[config.mk]
export PLATFORM = sky130hd
export DESIGN_NAME = dmem_arbiter
export DESIGN_NICKNAME = d
export VERILOG_FILES = /design/src/rtl/dmem_arbiter.sv
export SDC_FILE = /design/constraint.sdc
export NUM_CORES = 1
export LEC_CHECK = 0
export CORE_AREA = 2 2 142 144
export CTS_CLUSTER_SIZE = 12
export DETAILED_ROUTE_END_ITERATION = 16
export DIE_AREA = 0 0 144 146
export SLEW_MARGIN = 25
export SYNTH_ARGS = -nofsm -noshare
export SYNTH_HDL_FRONTEND = slang
export SYNTH_SLANG_ARGS = --single-unit
[constraint.sdc]
create_clock -name clk -period 2.9 [get_ports clk]
set_clock_uncertainty 0.2 [all_clocks]
set_input_delay 0.29 -clock clk [delete_from_list [all_inputs] [get_ports clk]]
set_output_delay 0.29 -clock clk [all_outputs]
set_load 0.02 [all_outputs]
[src/rtl/dmem_arbiter.sv]
// dmem_arbiter: shares the single-port data memory between the core MEM stage
// and a DMA/debug-loader port. Round-robin arbitration with an optional DMA
// burst lock of at most MAX_BURST consecutive grants, after which the core is
// guaranteed one RELEASE cycle.
// Optional feature macro: DMEM_ARB_PERF_EN enables the stall/DMA-grant
// performance counters; without it both counter outputs are tied to zero.
module dmem_arbiter #(
  parameter int AW        = 32,
  parameter int DW        = 32,
  parameter int MAX_BURST = 4
) (
  input  logic          clk,
  input  logic          reset,
  input  logic          c_req,
  input  logic          c_we,
  input  logic [AW-1:0] c_addr,
  input  logic [DW-1:0] c_wdata,
  output logic          c_gnt,
  output logic [DW-1:0] c_rdata,
  output logic          stall,
  input  logic          d_req,
  input  logic          d_we,
  input  logic          d_lock,
  input  logic [AW-1:0] d_addr,
  input  logic [DW-1:0] d_wdata,
  output logic          d_gnt,
  output logic [DW-1:0] d_rdata,
  output logic          m_we,
  output logic [AW-1:0] m_addr,
  output logic [DW-1:0] m_wdata,
  input  logic [DW-1:0] m_rdata,
  output logic [31:0]   perf_stall_cnt,
  output logic [31:0]   perf_dma_cnt
);

  typedef enum logic [1:0] {
    ARB     = 2'd0,
    BURST   = 2'd1,
    RELEASE = 2'd2
  } st_t;

  // Last burst count value at which a further locked grant ends the burst.
  localparam logic [3:0] BCNT_LAST = 4'(MAX_BURST - 1);

  st_t        st;
  logic       prio;
  logic [3:0] bcnt;

  // Grant decision: combinational from current requests and registered state.
  always_comb begin
    c_gnt = 1'b0;
    d_gnt = 1'b0;
    case (st)
      BURST: begin
        if (d_req && d_lock) begin
          d_gnt = 1'b1;
        end else if (c_req) begin
          c_gnt = 1'b1;
        end else begin
          d_gnt = d_req;
        end
      end
      RELEASE: begin
        c_gnt = c_req;
      end
      default: begin
        if (c_req && d_req) begin
          c_gnt = ~prio;
          d_gnt = prio;
        end else begin
          c_gnt = c_req;
          d_gnt = d_req;
        end
      end
    endcase
  end

  // Memory port follows the granted side; the core side is the idle default.
  always_comb begin
    if (d_gnt) begin
      m_addr  = d_addr;
      m_wdata = d_wdata;
      m_we    = d_we;
    end else begin
      m_addr  = c_addr;
      m_wdata = c_wdata;
      m_we    = c_gnt & c_we;
    end
  end

  assign stall   = c_req & ~c_gnt;
  assign c_rdata = m_rdata;
  assign d_rdata = m_rdata;

  // Arbitration FSM: round-robin priority plus bounded DMA burst ownership.
  always_ff @(posedge clk or posedge reset) begin
    if (reset) begin
      st   <= ARB;
      prio <= 1'b0;
      bcnt <= 4'd0;
    end else begin
      case (st)
        ARB: begin
          if (c_req && d_req) begin
            prio <= c_gnt;
          end
          if (d_gnt && d_lock) begin
            if (MAX_BURST == 1) begin
              st <= RELEASE;
            end else begin
              bcnt <= 4'd1;
              st   <= BURST;
            end
          end
        end
        BURST: begin
          if (d_req && d_lock) begin
            if (bcnt < BCNT_LAST) begin
              bcnt <= bcnt + 4'd1;
            end else begin
              st <= RELEASE;
            end
          end else begin
            st   <= ARB;
            prio <= 1'b0;
            bcnt <= 4'd0;
          end
        end
        RELEASE: begin
          st   <= ARB;
          prio <= 1'b0;
          bcnt <= 4'd0;
        end
        default: begin
          st   <= ARB;
          prio <= 1'b0;
          bcnt <= 4'd0;
        end
      endcase
    end
  end

`ifdef DMEM_ARB_PERF_EN
  // Free-running wrap-around counters of core stall cycles and DMA grants.
  always_ff @(posedge clk or posedge reset) begin
    if (reset) begin
      perf_stall_cnt <= 32'd0;
      perf_dma_cnt   <= 32'd0;
    end else begin
      if (stall) begin
        perf_stall_cnt <= perf_stall_cnt + 32'd1;
      end
      if (d_gnt) begin
        perf_dma_cnt <= perf_dma_cnt + 32'd1;
      end
    end
  end
`else
  assign perf_stall_cnt = 32'd0;
  assign perf_dma_cnt   = 32'd0;
`endif

endmodule

==> flow_summary.ini, run 1 <==
; physical design summary
[run_status]
status = complete, no violations

[logic_synthesis]
syn-cell-area_mm2 = 0.00219
yosys.area.top_type_share_pct = 45.2
synth-xor-area-share_pct = 0
synth-edff-count = 0
postSynthSeqShare_pct = 7.99
ff_type = dfrtp_1
synth-seq-cells = 7
synth_cells = 251
aoi_share_pct = 4.51
synth_dominant_cell_count = buf_4
largest_area_cell = buf_4
netlist_logic_family_top = buffers and inverters
ys_cells = 251
synth-simple-area-share_pct = 4.68
syn_area_per_cell_um2 = 8.74
mux_share_pct = 33.3

[sta]
drv_slew = 0
hold_slack_ps = 99.1
fmax_mhz = 356
post-route-period-util_pct = 96.9
period_minus_slack_ps = 2810
hold_viol = 0
worst_slack_ps = 88.6
final.setup.tns_ps = 0
rsz0062_at_grt = false

[final_layout]
n_fill_cell = 2151
buf_share_pct = 53.6
flops = 7
top_area_cell_class = non-clock buffers
sh_comb_area_pct = 31.1
final_cells = 668
syn2layout_area_growth_pct = 82.5
nClkBuffers = 4
signal_buffers = 220
design_area_mm2 = 0.00400
inverters = 7
comb.multi_input.count = 165
num-nets-final = 575
fin_util_pct = 20.7
seq_share_pct = 4.38
final-clk-cell-share_pct = 1.97
diodes = 0
drive_above_1_share_pct = 29.0

[die]
ios = 363
die_y_um = 146
tapCellCount = 265
dieWidth_um = 144
design.die.area_mm2 = 0.0210
fp-row-count = 51
floorplanUtilization_pct = 11.3

[placement]
routabilityCongestion = 0.756
postPlaceCellArea_mm2 = 0.00389
io_buffers = 202
place_hpwl_um = 6560
dpl.cell_count = 657

[route]
routed_via_density = 3.09
drt_first_pass_iters = 4
wirelength_um = 8190
drt_iter0_markers = 30
final_antenna_net_count = 0
routedWlPerCell_um = 12.3
num_vias = 2065
top_layer = met4
wl_met1_um = 3070

[global_routing]
grt_max_degree = 30
grt_overflow = 0
gr-usage-met1_pct = 7.40
grt.total_usage_pct = 6.58
antenna_found_initial = 0

[critical_path]
critPathCaptureType = output port
cpPeakStageDelay_ps = 370
required_ps = 2410
critPathSlowestCell = dfrtp_1
crit_fanout = 19
critPathTopFamily = buffers and inverters
crit_arrival_ps = 2320
path_class = flop to output port
crit_path_cell_trace = inv_2, ha_4, nor2b_2, a211oi_4, buf_12, buf_16, mux2_1, clkdlybuf4s15_1
worst-path-buf-inv = 4

[pwr]
power.leakage_nw = 1.69
vdd_ir_drop_max_mv = 0.238
power_w = 0.00198

[run]
openroad.warnings = 29

[clocking]
cts.hold.buffers_added = 0
cts.clk_slew.worst_paths_ps = 40
cts_max_path_buffers = 2
cts_tree = done
[run 1: cell usage in the layout, fill, tap and decap left out, types with 3 or more instances in the layout]
master / netlist / layout
conb_1: 1 / 64
clkdlybuf4s50_1: 0 / 134
dfrtp_1: 7 / 7
inv_1: 7 / 5
mux2_2: 37 / 37
clkbuf_16: 0 / 4
clkdlybuf4s15_2: 0 / 26
clkbuf_2: 0 / 25
a21oi_1: 5 / 5
ha_1: 4 / 3
buf_16: 0 / 3
and2_1: 3 / 3
nand2_1: 3 / 3
mux2_1: 27 / 27
clkdlybuf4s15_1: 0 / 11
dlygate4sd2_1: 0 / 3
buf_4: 132 / 14
[run 1: worst paths after layout]
check | startpoint | endpoint | slack [ps] | depth (start not counted)
worst min-delay path | reset | prio | 100 | 2
worst max-delay path | st[0] | m_addr[16] | 90 | 8
min in group clk | bcnt[1] | bcnt[1] | 300 | 1
worst max register to register | st[1] | prio | 850 | 7
worst min register to register | bcnt[1] | bcnt[1] | 300 | 1
max in group asynchronous | reset | st[0] | 2190 | 2
[run 1: power by group]
part | internal (W) | switching (W) | leakage [nW]
logic | 0.000818 | 0.000785 | 1.55
clock network | 0.000183 | 0.0000529 | 0.0382
registers | 0.000121 | 0.0000156 | 0.0931
total | 0.00112 | 0.000854 | 1.69
[run 1: registers in the layout (all words and copies together), names as in the netlist]
signal	cells
bcnt	4
prio	1
st	2
[run 1: worst reg2reg max path, delay by kind of cell (launching register included)]
family | cells | cell delay (ps)
adder cells (fa/ha/maj) | 1 | 270
flip-flops | 1 | 350
AND/OR/NAND/NOR | 1 | 430
buffers and inverters | 2 | 180
AND-OR/OR-AND | 3 | 500
[run 1: repair_timing]
item	in CTS	in global routing
pin swaps	1	0
gates cloned	1	1
resized	152	38
setup endpoints to repair	65	64
endpoints found under the hold margin	0	0
buffers inserted	1	4
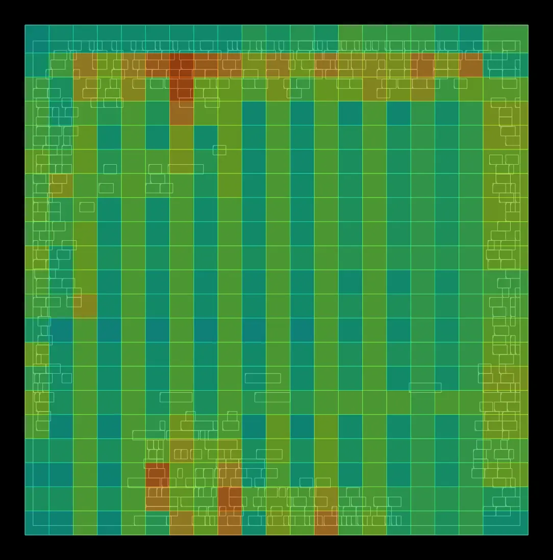
**Above:** run 1 (routing congestion).
M3 GR Usage: 2.04%
met2 usage: 11.2%

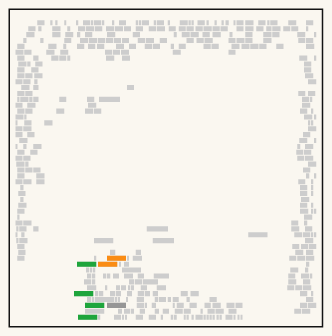
**Above:** run 1 (sequential cells coloured by netlist name).
colour	name in the netlist	sequential cells
orange	`st`	2
green	`bcnt`	4
not coloured	1

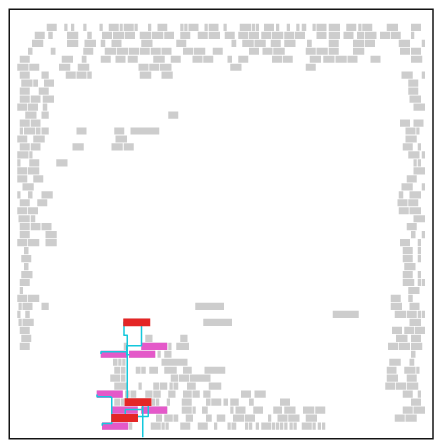
**Above:** run 1 (clock distribution).
[magenta] flip-flops | count: 7
[cyan] clock wires | length: 132 µm
[red] clock drivers | count: 3
flops lie	south-west

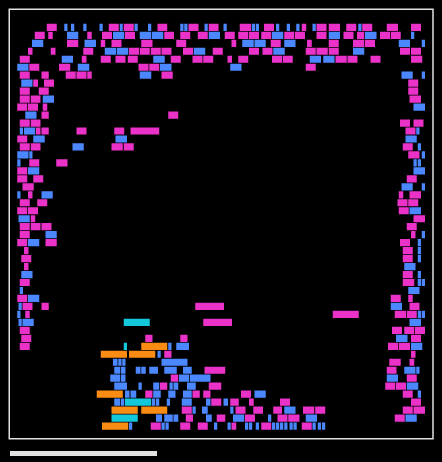
**Above:** run 1 (placed cells, one colour a class).
The bar under the picture is 50 µm long.
colour	class	cells	share of their area
blue	combinational and other logic	172	35%
cyan	clock drivers and dummy loads	4	2.1%
orange	flops	7	4.8%
magenta	other buffers and delay cells	220	58%

**Run 1: floorplan with the power grid**

Pins as bars on the die edge. Tap cells in grey.
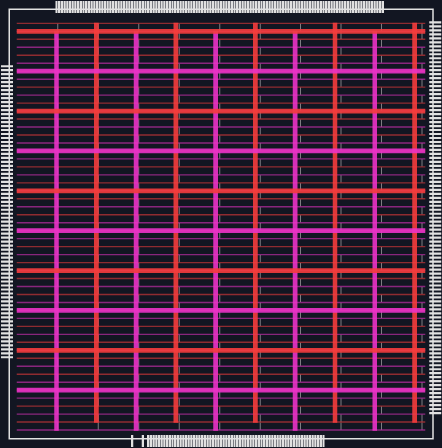

==> inputs of run 2 (changes only) <==
Settings changed: CORE_AREA 2 2 142 144 to 2 2 143 145, CTS_BUF_LIST set to sky130_fd_sc_hd__clkbuf_8, DIE_AREA 0 0 144 146 to 0 0 145 147.
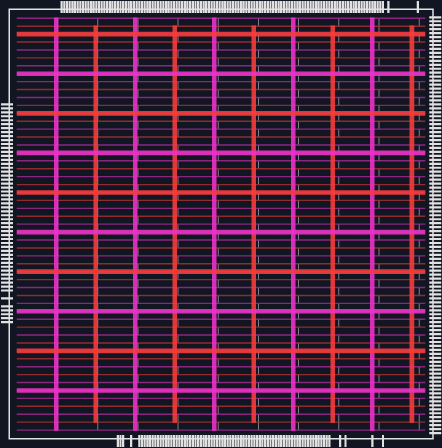
**Above:** run 2 (floorplan with the power grid).
Pins as bars on the die edge. Tap cells in grey.
colour	net
magenta	VSS
red	VDD
rows	52
met4 straps	10
tap cells	270
met5 straps	10

==> flow_summary.ini, run 2 <==
; physical design summary
[sta]
hold_slack_ps = 97.9
hold_viol = 0
worst_slack_ps = 81.3
fmax_mhz = 355
final.setup.tns_ps = 0
post-route-period-util_pct = 97.2
drv_slew = 0

[clocking]
cts.clk_slew.worst_paths_ps = 40
cts.hold.buffers_added = 0

[final_layout]
n_fill_cell = 2227
lay_top_cells = 136 x clkdlybuf4s50_1, 64 x conb_1, 37 x mux2_2, 27 x mux2_1, 27 x dlygate4sd2_1
reg_top3 = bcnt: 4 flops, st: 2 flops, prio: 1 flops
top_register = bcnt
largest_reg_flops = 4
drive_above_1_share_pct = 25.9
diodes = 0
final_cells = 676
syn2layout_area_growth_pct = 83.6

[pwr]
internal-power_w = 0.00106
power_switching_w = 0.000859
clkPwrFrac_pct = 6.8
power.leakage_nw = 1.71
seqPwrFrac_pct = 7.2
vdd_ir_drop_max_mv = 0.443
p_sw_share_pct = 44.7
power_w = 0.00192

[logic_synthesis]
largest_area_cell = buf_4
syn_area_per_cell_um2 = 8.74
ys_cells = 251
synth-edff-count = 0
yosys.area.top_type_share_pct = 45.2
synth-seq-cells = 7
postSynthSeqShare_pct = 7.99
ff_type = dfrtp_1
synth_cells = 251

[critical_path]
path_class = flop to output port
crit_fanout = 15
regToRegEndpoint = bcnt[1]
cpPeakStageDelay_ps = 380
crit_path_cell_trace = inv_2, ha_4, nor2b_2, a211oi_4, buf_12, buf_16, mux2_1, dlygate4sd2_1
worstSetupStartpoint = st[1]
crit_end = m_addr[11]
critPathSlowestCell = dfrtp_1
crit_arrival_ps = 2330
required_ps = 2410
rr_startpoint = st[1]
reg2reg_slack_ps = 890
worst-path-buf-inv = 4
ff2ff_path_depth = 8
worstSetupPathDepth = 8

[placement]
place_hpwl_um = 6840
postPlaceCellArea_mm2 = 0.00390
dpl.cell_count = 663
io_buffers = 202
routabilityCongestion = 0.729

[run]
openroad.warnings = 29

[route]
routedWlPerCell_um = 12.9
drt_iter0_markers = 27
final_antenna_net_count = 0
routed_via_density = 3.05
num_vias = 2062

[die]
ios = 363
fp-row-count = 52

[global_routing]
grt_overflow = 0
antenna_found_initial = 0
grt.total_usage_pct = 6.89

[run_status]
status = complete, no violations
-- run 2: cell count changes in the layout (fill, tap and decap cells not counted), sizes merged --
cell           change
buf                +4
clkbuf            -10
clkdlybuf4s15     -18
clkdlybuf4s50      +2
dlygate4sd2       +24
inv                +1
-- run 2: what timing repair did --
item                                    CTS  global route
cloned                                    1             3
setup buffers                             2             3
pin swaps                                 1             0
gates resized                           121            31
endpoints found under the setup margin   65            58
-- run 2: cell type report --
| class | count | area (µm²) | share of cell area, % |
|---|---|---|---|
| inverters | 7 | 26.3 | 0.652 |
| clock inverters | 1 | 3.75 | 0.0932 |
| clock buffers | 3 | 41.3 | 1.03 |
| repair buffers | 223 | 2200 | 54.5 |
| multi-input cells | 165 | 1250 | 31.0 |
| well taps | 270 | 338 | 8.39 |
| flip-flops and latches | 7 | 175 | 4.35 |
-- run 2: cells by family (layout without fill, tap and decap cells) --
kind of cell | Yosys count | in the layout | synth area share (%)
flops | 7 | 7 | 7.99
compound gates | 14 | 14 | 4.51
simple gates | 18 | 18 | 4.68
buf+inv | 142 | 234 | 47.1
other cells | 1 | 64 | 0.171
fa+ha+maj | 4 | 4 | 2.28
mux | 65 | 65 | 33.3
-- run 2: per-layer routing --
metal | up-vias | track usage, % | share of wire [%]
met5 | - | 0 | 0
met4 | 0 | 1.63 | 2.3
met3 | 22 | 3.32 | 12
met2 | 168 | 11.3 | 46
met1 | 912 | 8.11 | 40
li1 | 960 | - | -
-- run 2: power groups by stage --
stage,clock (W),sequential (W),combinational [W]
2_1_floorplan,0,0.000136,0.00105
3_3_place_gp,0,0.000137,0.00159
3_5_place_dp,0,0.000138,0.00159
4_1_cts,0.000134,0.000137,0.00155
5_1_grt,0.000140,0.000141,0.00178
6_report,0.000130,0.000139,0.00165
Power is estimated from default activity; no workload was simulated.
